**src/rtl/weight_sram_arbiter.sv**
```systemverilog
// weight_sram_arbiter: shares one Weight SRAM port between PU_NUM round-robin readers and a priority writer.
//   clock, reset (async, active-low)
//   rd_req/rd_addr -> rd_ready/rd_data : per-PU read requests, one-cycle ready pulse with registered data
//   wr_req/wr_addr -> wr_ack           : loader write request, one-cycle ack pulse
//   sram_addr/sram_r_en/sram_w_en      : registered SRAM controller command
//   sram_r_d/sram_d_ready/sram_w_done  : SRAM controller response
//   WEIGHT_ARB_STATS_EN adds stat_rd_cnt (completed reads) and stat_wait_cnt (cycles readers wait), saturating
module weight_sram_arbiter #(
  parameter int PU_NUM = 4,
  parameter int ADDR_W = 32,
  parameter int DATA_W = 32
) (
  input  logic                     clock,
  input  logic                     reset,
  input  logic [PU_NUM-1:0]        rd_req,
  input  logic [PU_NUM*ADDR_W-1:0] rd_addr,
  output logic [PU_NUM-1:0]        rd_ready,
  output logic [DATA_W-1:0]        rd_data,
  input  logic                     wr_req,
  input  logic [ADDR_W-1:0]        wr_addr,
  output logic                     wr_ack,
  output logic [ADDR_W-1:0]        sram_addr,
  output logic                     sram_r_en,
  output logic                     sram_w_en,
  input  logic [DATA_W-1:0]        sram_r_d,
  input  logic                     sram_d_ready,
  input  logic                     sram_w_done
`ifdef WEIGHT_ARB_STATS_EN
  ,
  output logic [31:0]              stat_rd_cnt,
  output logic [31:0]              stat_wait_cnt
`endif
);
  localparam int PW = $clog2(PU_NUM);
  typedef enum logic [1:0] {IDLE, WRITE, READ, RESP} state_t;
  state_t state_q, state_d;
  logic [PW-1:0] rr_ptr_q, rr_ptr_d, g_q, g_d, pick;
  logic [ADDR_W-1:0] sram_addr_q, sram_addr_d, pick_addr;
  logic sram_r_en_q, sram_r_en_d, sram_w_en_q, sram_w_en_d, wr_ack_q, wr_ack_d, wr_pend;
  logic [PU_NUM-1:0] rd_ready_q, rd_ready_d, rd_pend;
  logic [DATA_W-1:0] rd_data_q, rd_data_d;

  // A requester still sees its request high during its ready/ack cycle; that level is not a new request.
  always_comb begin
    rd_pend = rd_req & ~rd_ready_q;
    wr_pend = wr_req & ~wr_ack_q;
    pick = '0;
    for (int i = PU_NUM-1; i >= 0; i--) if (rd_pend[i]) pick = PW'(i);
    for (int i = PU_NUM-1; i >= 0; i--) if (rd_pend[i] && PW'(i) >= rr_ptr_q) pick = PW'(i);
    pick_addr = '0;
    for (int i = 0; i < PU_NUM; i++) if (pick == PW'(i)) pick_addr = rd_addr[i*ADDR_W +: ADDR_W];
  end

  always_comb begin
    state_d = state_q;
    rr_ptr_d = rr_ptr_q;
    g_d = g_q;
    sram_addr_d = sram_addr_q;
    sram_r_en_d = sram_r_en_q;
    sram_w_en_d = sram_w_en_q;
    rd_ready_d = '0;
    rd_data_d = rd_data_q;
    wr_ack_d = 1'b0;
    case (state_q)
      IDLE: begin
        if (wr_pend) begin
          state_d = WRITE;
          sram_w_en_d = 1'b1;
          sram_addr_d = wr_addr;
        end else if (|rd_pend) begin
          state_d = READ;
          sram_r_en_d = 1'b1;
          sram_addr_d = pick_addr;
          g_d = pick;
        end
      end
      WRITE: if (sram_w_done) begin
        state_d = IDLE;
        sram_w_en_d = 1'b0;
        wr_ack_d = 1'b1;
      end
      READ: if (sram_d_ready) begin
        state_d = RESP;
        sram_r_en_d = 1'b0;
        rd_data_d = sram_r_d;
      end
      RESP: begin
        state_d = IDLE;
        for (int i = 0; i < PU_NUM; i++) rd_ready_d[i] = (g_q == PW'(i));
        rr_ptr_d = (g_q == PW'(PU_NUM-1)) ? '0 : g_q + 1'b1;
      end
    endcase
  end

  always_ff @(posedge clock or negedge reset) begin
    if (!reset) begin
      state_q <= IDLE;
      rr_ptr_q <= '0;
      g_q <= '0;
      sram_addr_q <= '0;
      sram_r_en_q <= 1'b0;
      sram_w_en_q <= 1'b0;
      rd_ready_q <= '0;
      rd_data_q <= '0;
      wr_ack_q <= 1'b0;
    end else begin
      state_q <= state_d;
      rr_ptr_q <= rr_ptr_d;
      g_q <= g_d;
      sram_addr_q <= sram_addr_d;
      sram_r_en_q <= sram_r_en_d;
      sram_w_en_q <= sram_w_en_d;
      rd_ready_q <= rd_ready_d;
      rd_data_q <= rd_data_d;
      wr_ack_q <= wr_ack_d;
    end
  end

  assign rd_ready = rd_ready_q;
  assign rd_data = rd_data_q;
  assign wr_ack = wr_ack_q;
  assign sram_addr = sram_addr_q;
  assign sram_r_en = sram_r_en_q;
  assign sram_w_en = sram_w_en_q;

`ifdef WEIGHT_ARB_STATS_EN
  logic [31:0] stat_rd_cnt_q, stat_rd_cnt_d, stat_wait_cnt_q, stat_wait_cnt_d;

  // Reads count as the ready pulse is launched, so the count matches the visible rd_ready.
  always_comb begin
    stat_rd_cnt_d = stat_rd_cnt_q + 32'((state_q == RESP) && (stat_rd_cnt_q != '1));
    stat_wait_cnt_d = stat_wait_cnt_q + 32'((|rd_req) && (rd_ready_q == '0) && (stat_wait_cnt_q != '1));
  end

  always_ff @(posedge clock or negedge reset) begin
    if (!reset) begin
      stat_rd_cnt_q <= '0;
      stat_wait_cnt_q <= '0;
    end else begin
      stat_rd_cnt_q <= stat_rd_cnt_d;
      stat_wait_cnt_q <= stat_wait_cnt_d;
    end
  end

  assign stat_rd_cnt = stat_rd_cnt_q;
  assign stat_wait_cnt = stat_wait_cnt_q;
`endif
endmodule
```
**config.mk**
```make
export PLATFORM = sky130hd
export DESIGN_NAME = weight_sram_arbiter
export DESIGN_NICKNAME = d
export VERILOG_FILES = /design/src/rtl/weight_sram_arbiter.sv
export SDC_FILE = /design/constraint.sdc
export NUM_CORES = 1
export LEC_CHECK = 0
export CAP_MARGIN = 15
export CORE_MARGIN = 2
export CORE_UTILIZATION = 34
export DETAILED_ROUTE_END_ITERATION = 8
export PLACE_DENSITY = 0.77
export SLEW_MARGIN = 5
export SYNTH_ARGS = -nofsm -noshare
export SYNTH_HDL_FRONTEND = slang
export SYNTH_SLANG_ARGS = --single-unit
```
**constraint.sdc**
```tcl
create_clock -name clock -period 1.7 [get_ports clock]
set_clock_uncertainty 0.1 [all_clocks]
set_input_delay 0.255 -clock clock [delete_from_list [all_inputs] [get_ports clock]]
set_output_delay 0.255 -clock clock [all_outputs]
set_load 0.02 [all_outputs]
```
Figure 1. M4 wires (run 1).
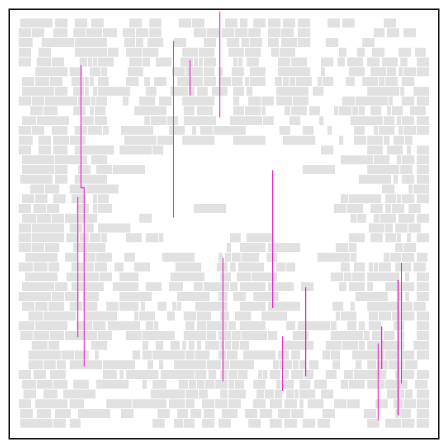
share of all routed wire	2.5%
longest straight run	49.6 um
main direction	vertical
wire length on this layer	426 um

Figure 2. Pin placement (run 1).
Pins as bars across the die edge, other pins in gray.
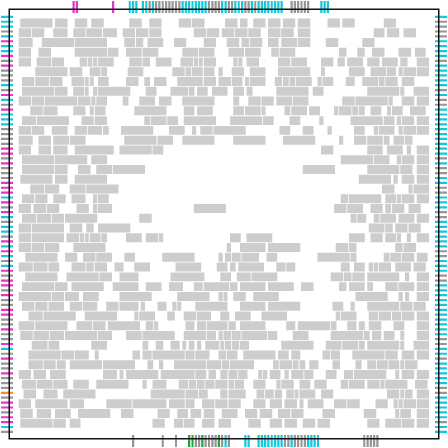
port	color	pins	direction	edge
`rd_addr`	cyan	128	input	61 right, 31 top, 20 left, 16 bottom
`sram_r_d`	magenta	32	input	29 left, 3 top
`rd_ready`	green	4	output	bottom
`reset`	orange	1	input	left
port buffer count: 271
Die W: 119 um

==> impl_metrics.ini, run 1 <==
; yosys + openroad results
[status]
outcome = complete, but fails checks
violations = negative setup slack

[worst_setup_path]
worstPathCellList = nor2b_4 -> a22oi_2 -> a21boi_4 -> buf_12 -> buf_12 -> nand2_1 -> a22o_1 -> a21oi_2
crit_top_cell = buf_12
crit_start = rr_ptr_q[0]
critPathMaxStageDelay_ns = 0.53
worst-path-stages = 8
critPathTopFamily = AND-OR/OR-AND gates
crit_fanout = 8
arrival_ns = 2.07
worstRegToRegCells = 8
cp.required_ns = 1.87
path_class = reg -> reg
crit_slowest_cell = dfrtp_1
path_buffers = 2

[global_route]
grt.total_usage_pct = 23.7
grt_overflow = 0
grt_max_degree = 43
grt_first_pass_wirelength_um = 26400
antenna_found_initial = 1
grt_pass1_vias = 5118

[yosys]
top_cell_area_share_pct = 42.7
synth_top_cell_by_area = dfrtp_1
synthTopCellsByCount = 77 x dfrtp_1, 71 x nand2_1, 36 x mux2_2, 35 x nor2b_1, 32 x o21ai_1
synth_cell_type_count = 39
synth_warnings = 0
yosysChipArea_sq_um = 4510
edf_count = 0
ys_cells = 427
synth_seq_share_pct = 42.7
topCellsByArea = dfrtp_1 43%, mux2_2 9.0%, a211oi_2 7.8%, nand2_1 5.9%, a22oi_2 5.5%
most_common_cell = dfrtp_1
synthesis.nets = 632
flop_cell = dfrtp_1
synthesis.area_sq_um = 4510

[placed_design]
placed_cells = 877
place_worst_setup_slack_ns = -0.568
dp_hpwl_um = 12600
placed_area_sq_um = 7690
gp_congestion = 0.947

[clock_tree]
cts_tree = done
clock_latency_ns = 0.34
cts.sinks = 77
clockBufferDepth = 2
numCtsBuffers = 9
clk_pin_slew_worst_paths_ns = 0.07

[floorplanning]
chipArea_sq_um = 14200
ios = 272
rows = 42
initCoreUtil_pct = 34.5

[routing]
first_iter_violations = 211
drc_errors = 0
drtAntennaViolNets = 0
viasPerCell = 5.14
wl_um = 17000
vias = 4622
drt_first_pass_iters = 5

[pwr]
power_density_nw_per_um2 = 1650
netSwitchingFraction_pct = 40.7
seq_power_share_pct = 24.6
p_total_mw = 13.6
combPwrFrac_pct = 61.1

[job]
warnings = 32
max_cap_viol_count = 0

[cells_and_area]
area_growth_pct = 82.4
fin_util_pct = 62.9
fillCellCount = 1051
final_cells = 900

[final_timing]
period_minus_slack_ns = 1.90
tightest_slew_ns = 0.326
worst_slack_ns = -0.202
fin_crit_sh_pct = 112
rsz0062_at_grt = yes
max-slew-margin-rel_pct = 78.2
setup_viol = 35
hold_violations = 0
fmax_mhz = 526
whs_ns = 0.215

[worst_hold_path]
hp-class = in -> async
Figure 3. Routing congestion (run 1).
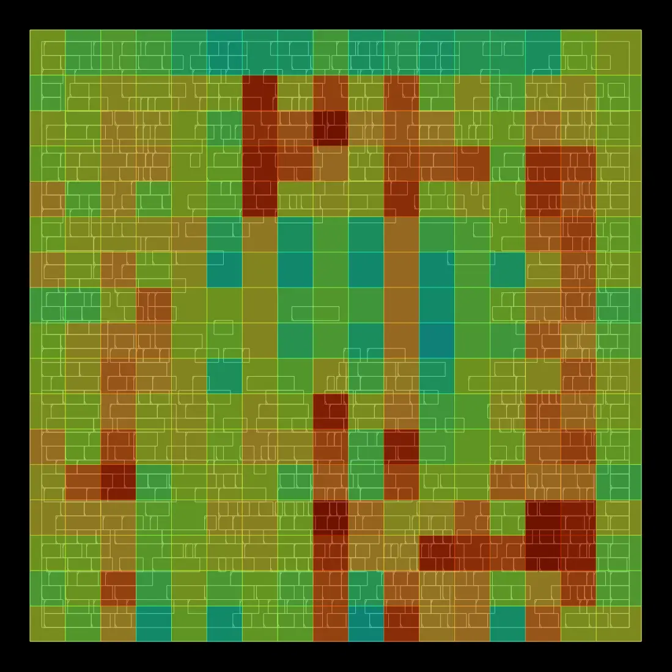
met3 GRT Util: 8.14%
global routing usage on met1: 26.3%
routed len/inst: 18.9 um
global route hottest layer: met2

Figure 4. Clock distribution (run 1).
Bar = 20 um.
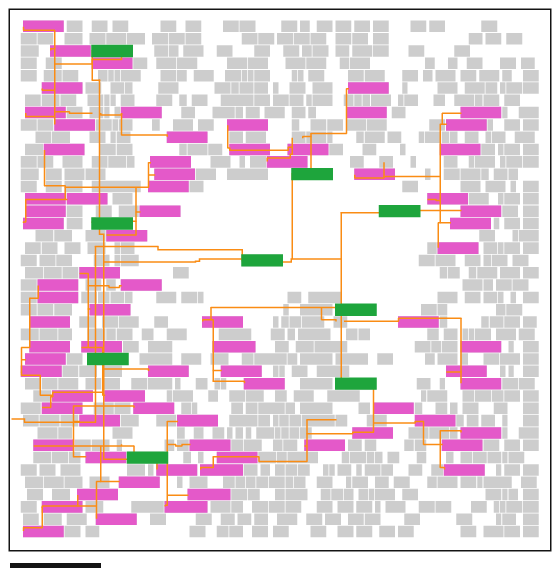
[flip-flops] magenta | count: 77
[clock drivers] green | count: 9
[clock wires] orange | length: 1080 um
routed clock nets	10
flops lie	all over the die

-- run 1: cell usage in the layout (no fill, tap or decap), types with 5 or more instances in the layout --
cell type and n:
mux2_2 34, a22oi_1 11, nor2b_1 30, buf_4 24, dlygate4sd2_1 21, a211oi_2 29, clkbuf_16 10, nand2b_1 5
a22oi_2 21, a31o_1 5, dfrtp_1 73, dlymetal6s2s_1 29, nand2_1 70, buf_12 15, nor2_1 5, a31o_2 25
clkdlybuf4s50_1 220, o21ai_1 32
-- run 1: layer usage --
metal  up-vias  wire [um]  global-route usage (%)
met2       252       8560                    41.5
met4         0        425                    9.15
met5         -          0                       0
met3        31       1700                    8.14
met1      2205       6330                    26.3
li1       2134          -                       -
-- run 1: logic make-up after synthesis --
logic type | share of synthesized area (%)
muxes | 8.98
buffers and inverters | 5.41
adders and majority gates | 1.11
DFF | 42.7
and+or+nand+nor | 13.8
AOI/OAI and AO/OA | 28.1
-- run 1: sequential cells by signal, summed over array words and instances (netlist names) --
name / flops
sram_r_en: 1
rd_ready: 4
state_q: 2
sram_w_en: 1
rd_data: 32
rr_ptr_q: 2
sram_addr: 32
g_q: 2
wr_ack: 1
-- run 1: cell type report --
class | instances | area, sq um | share of cell area (%)
Multi-Input combinational cell | 311 | 2450 | 29.8
Inverter | 4 | 15.0 | 0.182
Timing Repair Buffer | 315 | 3310 | 40.2
Clock buffer | 10 | 229 | 2.78
Clock inverter | 6 | 72.6 | 0.882
Sequential cell | 77 | 1930 | 23.5
Tap cell | 176 | 220 | 2.68
Antenna cell | 1 | 2.50 | 0.0304
-- run 1: timing repair --
action / CTS / global route
pin swaps: 0 / 3
cloned: 1 / 1
hold buffers: 1 / 0
buffers inserted: 3 / 2
resized: 28 / 50
setup endpoints to repair: 55 / 64
endpoints found under the hold margin: 57 / 0
-- run 1: how the worst min path moves through the flow --
stage	start	endpoint	slack, ns	cells after the start
floorplan	reset	g_q[0]	-0.14	0
global placement	reset	rd_data[0]	0.04	1
detailed placement	reset	rd_data[23]	0.04	1
CTS	reset	rd_data[23]	0.21	2
global route	reset	rd_data[0]	0.22	2
finish	reset	rd_data[23]	0.21	2
-- run 1: power by group through the flow --
stage / combinational [mW] / clock, mW / sequential (mW)
after floorplan: 3.60 / 0 / 4.25
after global placement: 7.89 / 0 / 3.30
after detailed placement: 8.12 / 0 / 3.35
after CTS: 8.29 / 2.00 / 3.33
after global routing: 8.85 / 2.06 / 3.45
final: 8.29 / 1.94 / 3.34
==> run 2: changes to the inputs <==
--- a/config.mk
+++ b/config.mk
@@ -10,7 +10,7 @@
 export CORE_UTILIZATION = 34
 export DETAILED_ROUTE_END_ITERATION = 8
 export PLACE_DENSITY = 0.77
-export SLEW_MARGIN = 5
+export SLEW_MARGIN = 20
 export SYNTH_ARGS = -nofsm -noshare
 export SYNTH_HDL_FRONTEND = slang
 export SYNTH_SLANG_ARGS = --single-unit
Figure 5. Clock distribution (run 2).
Bar = 20 um.
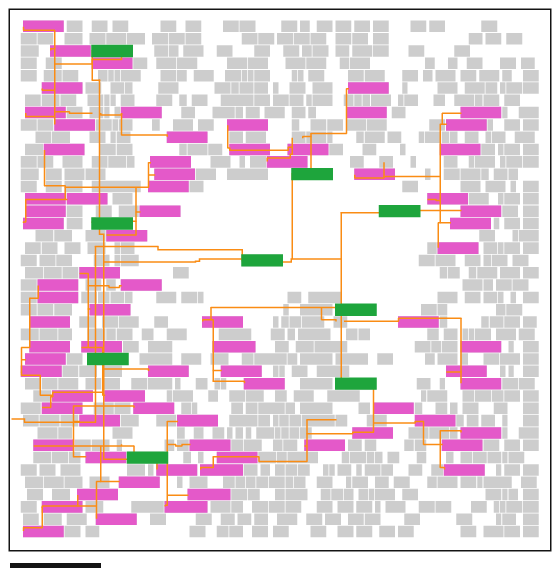
[clock wires] orange | length: 1080 um
[clock drivers] green | count: 9
[flip-flops] magenta | count: 77
routed clock nets	10

Figure 6. Pin placement (run 2).
Pins as bars across the die edge, other pins in gray.
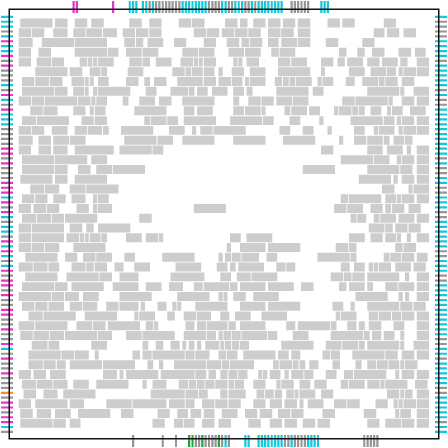
port	color	pins	direction	edge
`sram_r_d`	magenta	32	input	29 left, 3 top
`rd_ready`	green	4	output	bottom
`reset`	orange	1	input	left
`rd_addr`	cyan	128	input	61 right, 31 top, 20 left, 16 bottom
all pins by edge	86 left, 86 right, 58 top, 42 bottom

==> impl_metrics.ini, run 2 <==
; yosys + openroad results
[status]
outcome = complete, but fails checks
violations = negative setup slack

[pwr]
p_total_mw = 13.6
power_density_nw_per_um2 = 1650

[global_route]
grt_max_degree = 43
grt_first_pass_wirelength_um = 26400
grt_overflow = 0
antenna_found_initial = 1

[cells_and_area]
mostFrequentLayoutCells = 220 x clkdlybuf4s50_1, 73 x dfrtp_1, 70 x nand2_1
area_growth_pct = 82.4

[yosys]
topCellsByArea = dfrtp_1 43%, mux2_2 9.0%, a211oi_2 7.8%, nand2_1 5.9%, a22oi_2 5.5%
top_cell_area_share_pct = 42.7
yosysChipArea_sq_um = 4510
compound_area_share_pct = 28.1
synthesis.area_sq_um = 4510
edf_count = 0
synth_warnings = 0
synth_seq_share_pct = 42.7
synth_top_cell_by_area = dfrtp_1
xor_share_pct = 0
mux_share_pct = 8.98
synth_cell_type_count = 39
adder_share_pct = 1.11
flop_cell = dfrtp_1

[placed_design]
dp_hpwl_um = 12600
placed_area_sq_um = 7690

[final_timing]
worst_slack_ns = -0.202
rsz0062_at_grt = yes
setup_viol = 35
fin_crit_sh_pct = 112
tightest_slew_ns = 0.326
hold_violations = 0

[clock_tree]
clock_latency_ns = 0.34
cts_tree = done
clk_pin_slew_worst_paths_ns = 0.07
clockBufferDepth = 2

[routing]
wl_um = 17000
viasPerCell = 5.14
drt_first_pass_iters = 5
drtAntennaViolNets = 0
vias = 4622
drc_errors = 0
post_drt_wl_per_cell_um = 18.9

[floorplanning]
rows = 42
chipArea_sq_um = 14200
die_w_um = 119

[worst_setup_path]
arrival_ns = 2.07
cp.required_ns = 1.87

[worst_hold_path]
hp-class = in -> async

[job]
warnings = 32
max_cap_viol_count = 0
[run 2: cell counts after synthesis]
Identical to the previous run, type by type.
[run 2: report_power, final]
part / switching (mW) / total, mW / internal, mW
Combinational: 4.14 / 8.29 / 4.15
Clock: 0.792 / 1.94 / 1.15
Sequential: 0.599 / 3.34 / 2.74
[run 2: how the worst min path moves through the flow]
stage,start,endpoint,depth (start not counted)
2_1_floorplan,reset,g_q[0],0
3_3_place_gp,reset,rd_data[0],1
3_5_place_dp,reset,rd_data[23],1
4_1_cts,reset,rd_data[23],2
5_1_grt,reset,rd_data[0],2
6_report,reset,rd_data[23],2
[run 2: repair_timing]
action / in CTS / in global routing
pin swaps: 0 / 3
setup endpoints to repair: 55 / 64
gates resized: 28 / 50
hold buffers: 1 / 0
hold endpoints to repair: 57 / 0
setup buffers: 3 / 2
gates cloned: 1 / 1
[run 2: area by class of cell]
| class | count | area (sq um) | area share [%] |
|---|---|---|---|
| diodes | 1 | 2.50 | 0.0304 |
| clock buffers | 10 | 229 | 2.78 |
| repair buffers | 315 | 3310 | 40.2 |
| flip-flops and latches | 77 | 1930 | 23.5 |
| clock inverters | 6 | 72.6 | 0.882 |
| multi-input cells | 311 | 2450 | 29.8 |
| inverters | 4 | 15.0 | 0.182 |
| well taps | 176 | 220 | 2.68 |
[run 2: metal layers]
layer	global-route usage, %	part of all wire (%)	vias up
met3	8.14	10	31
li1	-	-	2134
met2	41.5	50	252
met1	26.3	37	2205
met5	0	0	-
met4	9.15	2.5	0
[run 2: kinds of logic (layout without fill, tap and decap cells)]
group                    Yosys count  in the layout
AND-OR/OR-AND                    143            143
AND/OR/NAND/NOR                  128            128
flip-flops                        77             77
buffers and inverters             39            335
multiplexers                      36             36
adder cells (fa/ha/maj)            4              4
other                              0              1
[run 2: worst max-delay path, stage by stage, from the launching register on]
cell      delay, ns
dfrtp_1        0.53
nor2b_4        0.07
a22oi_2        0.19
a21boi_4       0.27
buf_12         0.15
buf_12         0.13
nand2_1        0.06
a22o_1         0.21
a21oi_2        0.12
[run 2: metrics by stage]
step	hold WS, ns	instances
floorplan	-0.141	427
global placement	0.0350	877
detailed placement	0.0409	877
CTS	0.209	898
global route	0.220	900
finish	0.215	900
Figure 7. M4 wires (run 2).
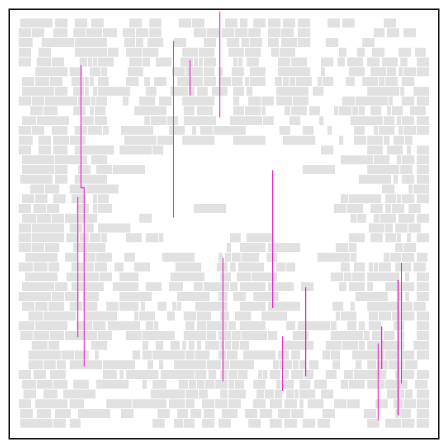

==> run 3: changes to the inputs <==
--- a/config.mk
+++ b/config.mk
@@ -7,9 +7,11 @@
 export LEC_CHECK = 0
 export CAP_MARGIN = 15
 export CORE_MARGIN = 2
-export CORE_UTILIZATION = 34
+export CORE_UTILIZATION = 35
+export CTS_BUF_LIST = sky130_fd_sc_hd__clkbuf_4 sky130_fd_sc_hd__clkbuf_8
 export DETAILED_ROUTE_END_ITERATION = 8
-export PLACE_DENSITY = 0.77
+export GPL_TIMING_DRIVEN = 0
+export PLACE_DENSITY = 0.79
 export SLEW_MARGIN = 20
 export SYNTH_ARGS = -nofsm -noshare
 export SYNTH_HDL_FRONTEND = slang
Figure 8. M4 wires (run 3).
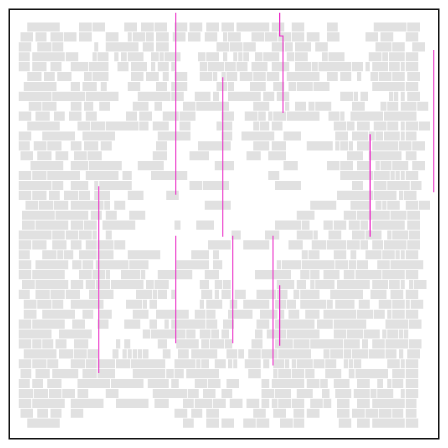
share of all routed wire	1.9%
main direction	vertical
longest straight run	51.0 um
nets with wire on the layer	8
wire length on this layer	349 um

Figure 9. Register map, names as in the netlist (run 3).
Other sequential cells in the stronger gray, the rest of the logic in the fainter gray.
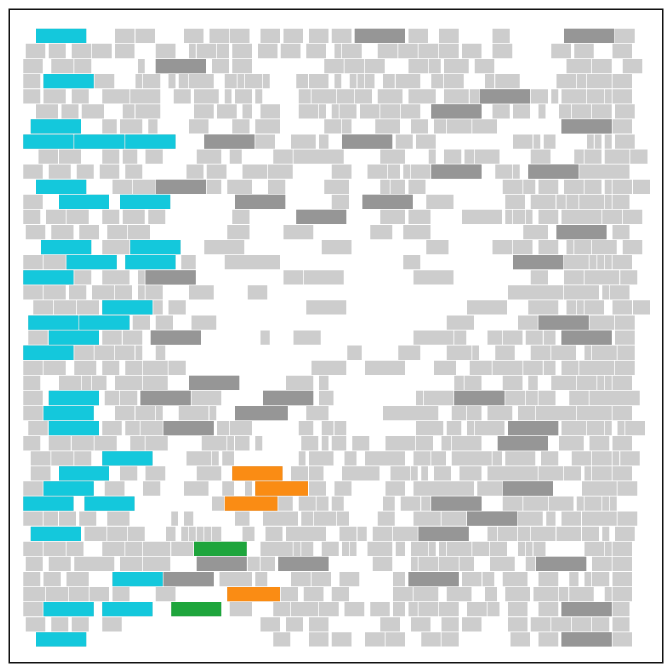
netlist name	color	flops
`state_q`	green	2
`rd_ready`	orange	4
`rd_data`	cyan	32
not colored	39

==> impl_metrics.ini, run 3 <==
; yosys + openroad results
[global_route]
antenna_found_initial = 0
grt_max_degree = 42
grt.total_usage_pct = 25.9
grt_pass1_vias = 5139
grt_overflow = 0
grt_first_pass_wirelength_um = 27900

[worst_setup_path]
critPathMaxStageDelay_ns = 0.59
crit_fanout = 5
arrival_ns = 2.07
crit_slowest_cell = or4_4
worstRegToRegCells = 7
cp.required_ns = 1.86

[placed_design]
place_worst_setup_slack_ns = -0.819
portBuffers = 271
placed_area_sq_um = 7490
gp_congestion = 0.908

[status]
violations = negative setup slack
outcome = complete, but fails checks

[yosys]
synth_warnings = 0
edf_count = 0
synthTopCellsByCount = 77 x dfrtp_1, 71 x nand2_1, 36 x mux2_2, 35 x nor2b_1, 32 x o21ai_1
synth_seq_share_pct = 42.7
topCellsByArea = dfrtp_1 43%, mux2_2 9.0%, a211oi_2 7.8%, nand2_1 5.9%, a22oi_2 5.5%
synthesis.area_sq_um = 4510
synth_cell_type_count = 39
most_common_cell = dfrtp_1
flop_cell = dfrtp_1
synthesis.nets = 632

[routing]
wl_um = 18400
vias = 4718
post_drt_wl_per_cell_um = 20.1
viasPerCell = 5.15
drt_first_pass_iters = 4
first_iter_violations = 267
drc_errors = 0

[job]
warnings = 32
max_cap_viol_count = 0

[final_timing]
rsz0062_at_grt = yes
fin_crit_sh_pct = 112
fmax_mhz = 524
tightest_slew_ns = 0.512
period_minus_slack_ns = 1.91
worst_slack_ns = -0.209
max-slew-margin-rel_pct = 65.9
hold_violations = 0
setup_viol = 34

[clock_tree]
clock_latency_ns = 0.37
numCtsBuffers = 9
cts.sinks = 77
clk_pin_slew_worst_paths_ns = 0.08
clockBufferDepth = 2

[pwr]
power_density_nw_per_um2 = 1650

[cells_and_area]
mostFrequentLayoutCells = 199 x clkdlybuf4s50_1, 72 x dfrtp_1, 70 x dlygate4sd2_1
fillCellCount = 984
lay_top_count = clkdlybuf4s50_1
diodes = 0
area_growth_pct = 88.3

[floorplanning]
die_w_um = 118
ios = 272
rows = 41
chipArea_sq_um = 13800
[run 3: cell counts after synthesis]
No cell type changed its count.
[run 3: cell type report]
class,instances,area [sq um],area share (%)
clock buffers,12,159,1.87
well taps,172,215,2.53
clock inverters,4,55.1,0.648
repair buffers,303,3080,36.2
inverters,4,15.0,0.177
plain buffers,33,439,5.17
multi-input cells,311,2610,30.7
flip-flops and latches,77,1930,22.7
[run 3: stage by stage]
| step | total power, mW | instances | utilization, % |
|---|---|---|---|
| 3_3_place_gp | 11.0 | 870 | 59.2 |
| 4_1_cts | 13.2 | 908 | 63.9 |
| 2_1_floorplan | 7.85 | 427 | - |
| 5_1_grt | 14.9 | 916 | 67.3 |
| 3_5_place_dp | 11.2 | 871 | 59.3 |
| 6_report | 14.1 | 916 | 67.3 |
[run 3: critical path, delay by kind of cell]
family                 cells  cell delay [ns]
AOI/OAI and AO/OA          2             0.18
buffers and inverters      3             0.70
and+or+nand+nor            3             0.93
[run 3: logic make-up (layout without fill, tap and decap cells)]
| family | Yosys count | after routing | synth area share [%] |
|---|---|---|---|
| buffers and inverters | 39 | 356 | 5.41 |
| muxes | 36 | 36 | 8.98 |
| adders and majority gates | 4 | 4 | 1.11 |
| DFF | 77 | 77 | 42.7 |
| and+or+nand+nor | 128 | 128 | 13.8 |
| AOI/OAI and AO/OA | 143 | 143 | 28.1 |
[run 3: power breakdown]
group          internal, mW  switching [mW]  total [mW]  leakage, nW
sequential             2.74           0.581        3.32        0.928
clock                 0.784           0.751        1.53        0.107
combinational          4.61            4.58        9.20         2.56
total                  8.13            5.92        14.1         3.59
[run 3: what timing repair did]
| action | CTS | global route |
|---|---|---|
| cloned | 4 | 5 |
| pin swaps | 4 | 13 |
| gates resized | 137 | 74 |
| setup endpoints to repair | 134 | 64 |
| hold endpoints to repair | 36 | 0 |
| hold buffers | 1 | 0 |
| buffers inserted | 16 | 5 |
[run 3: layer usage]
metal / global-route usage [%] / up-vias / routed length (um)
li1: - / 2175 / -
met1: 28.4 / 2299 / 6810
met2: 45.7 / 222 / 9390
met5: 0 / - / 0
met4: 10.4 / 0 / 349
met3: 9.11 / 22 / 1840
[run 3: final timing paths]
| kind | from | to | slack, ns |
|---|---|---|---|
| worst min register to register | sram_addr[14] | sram_addr[14] | 0.40 |
| max in group asynchronous | reset | sram_addr[21] | 0.60 |
| worst max register to register | rd_ready[2] | sram_addr[25] | -0.20 |
| min in group clock | sram_w_done | wr_ack | 0.38 |
| worst min-delay path | reset | rd_data[15] | 0.29 |
| worst max-delay path | rd_req[1] | sram_addr[25] | -0.21 |
Power figures rest on the tool's default switching activity, not on a simulated workload.
